==> config.mk <==
export PLATFORM = sky130hd
export DESIGN_NAME = fifo_wr_arb
export DESIGN_NICKNAME = d
export VERILOG_FILES = /design/src/rtl/FIFO_pkg.sv /design/src/rtl/fifo_wr_arb_rr_pick.sv /design/src/rtl/fifo_wr_arb.sv
export SDC_FILE = /design/constraint.sdc
export NUM_CORES = 1
export LEC_CHECK = 0
export CORE_MARGIN = 1.5
export CORE_UTILIZATION = 40
export CTS_BUF_LIST = sky130_fd_sc_hd__clkbuf_16
export CTS_CLUSTER_DIAMETER = 200
export CTS_CLUSTER_SIZE = 12
export DETAILED_ROUTE_END_ITERATION = 12
export PLACE_DENSITY = 0.89
export SYNTH_ARGS = -nofsm -noshare
export SYNTH_HDL_FRONTEND = slang
export SYNTH_SLANG_ARGS = --single-unit
==> constraint.sdc <==
create_clock -name clk -period 2.35 [get_ports clk]
set_clock_uncertainty 0.05 [all_clocks]
set_input_delay 0.47 -clock clk [delete_from_list [all_inputs] [get_ports clk]]
set_output_delay 0.47 -clock clk [all_outputs]
set_load 0.01 [all_outputs]
Fig. 1: register map, names as in the netlist
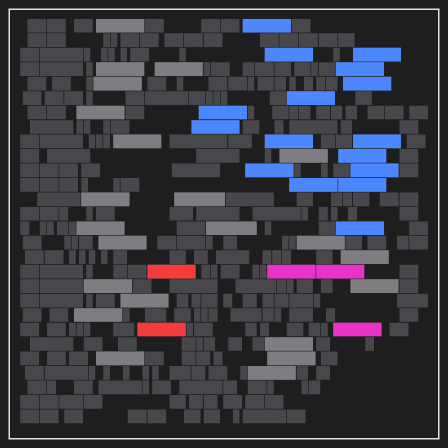
| name in the netlist | colour | placed flops |
|---|---|---|
| `word_cnt` | blue | 16 |
| `burstCnt_q` | magenta | 3 |
| `owner` | red | 2 |
Power Sequential: 1150 µW
register area: 1079 µm²
Seq area share: 0.2801

Fig. 2: metal 1
Supply wires on this layer in grey.
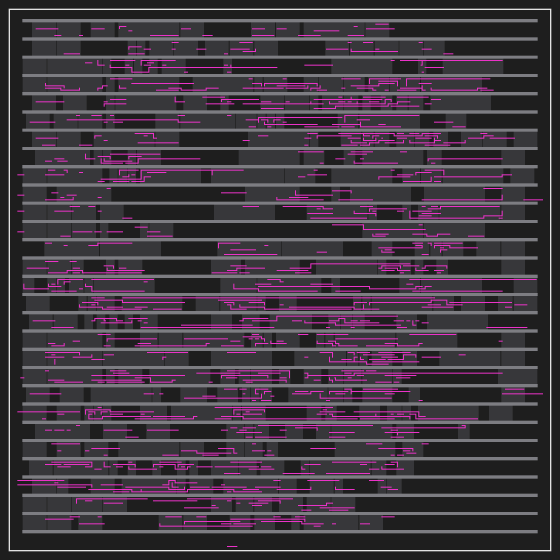
longest straight run: 46.5 µm
main direction: horizontal
nets with wire on the layer: 350
share of all routed wire: 38%
drt total wl: 6.360 mm
M1 GR Usage: 0.2449
via count: 2,215

==> impl_metrics.py <==
# Metrics from the implementation run
metrics = {
    "outcome": {
        "status": "finished, final reports clean",
    },
    "placed_design": {
        "port_buffers": 113,
        "hpwlAfterDp_mm": 4.989,
    },
    "route": {
        "ant_nets": 0,
        "wl_met3_um": 540,
        "viasPerCell": 5.249,
    },
    "yosys": {
        "yosys_warnings": 0,
        "ys_sh_aoi": 0.04690,
        "synth_nets": 298,
        "yosysTopAreaCell": "dfrtp_1",
        "common_cells": "60 x nand2_1, 41 x dfrtp_1, 17 x mux4_2",
        "topCombFamilyByArea": "simple AND/OR/NAND/NOR gates",
        "ys_cells": 220,
        "edf_count": 0,
        "syn_inst": 220,
    },
    "sta": {
        "setup_viol": 0,
        "hold_violations": 0,
        "max_slew.worst_pin.slew_ns": 0.7319,
        "fmax_mhz": 442.3,
    },
    "final_layout": {
        "final_nets": 424,
        "design_area_um2": 3851,
        "inv_count": 5,
        "n_all_buffers": 129,
        "biggestCellCategory": "multi-input combinational cells",
        "final_layout_size_suffix_gt1_frac": 0.1700,
        "final_cells": 422,
    },
    "worst_setup_path": {
        "ff2ff_setup_slack_ns": 0.51,
        "crit_required_ns": 1.83,
        "cp.arrival_ns": 1.74,
        "cp_slowest_cell": "mux4_2",
    },
    "die": {
        "taps": 75,
    },
    "run": {
        "maxCapViolations": 0,
        "warnings": 26,
    },
    "hold_path": {
        "holdCritPathClass": "in -> async",
    },
    "grt": {
        "grtUsageMet3": 0.06591,
    },
    "clock_tree": {
        "hold_buffers": 0,
        "cts.sinks": 43,
        "h-tree-depth": 2,
    },
    "power": {
        "p_per_area_nw_per_um2": 988.2,
    },
}
Power is estimated from default activity; no workload was simulated.
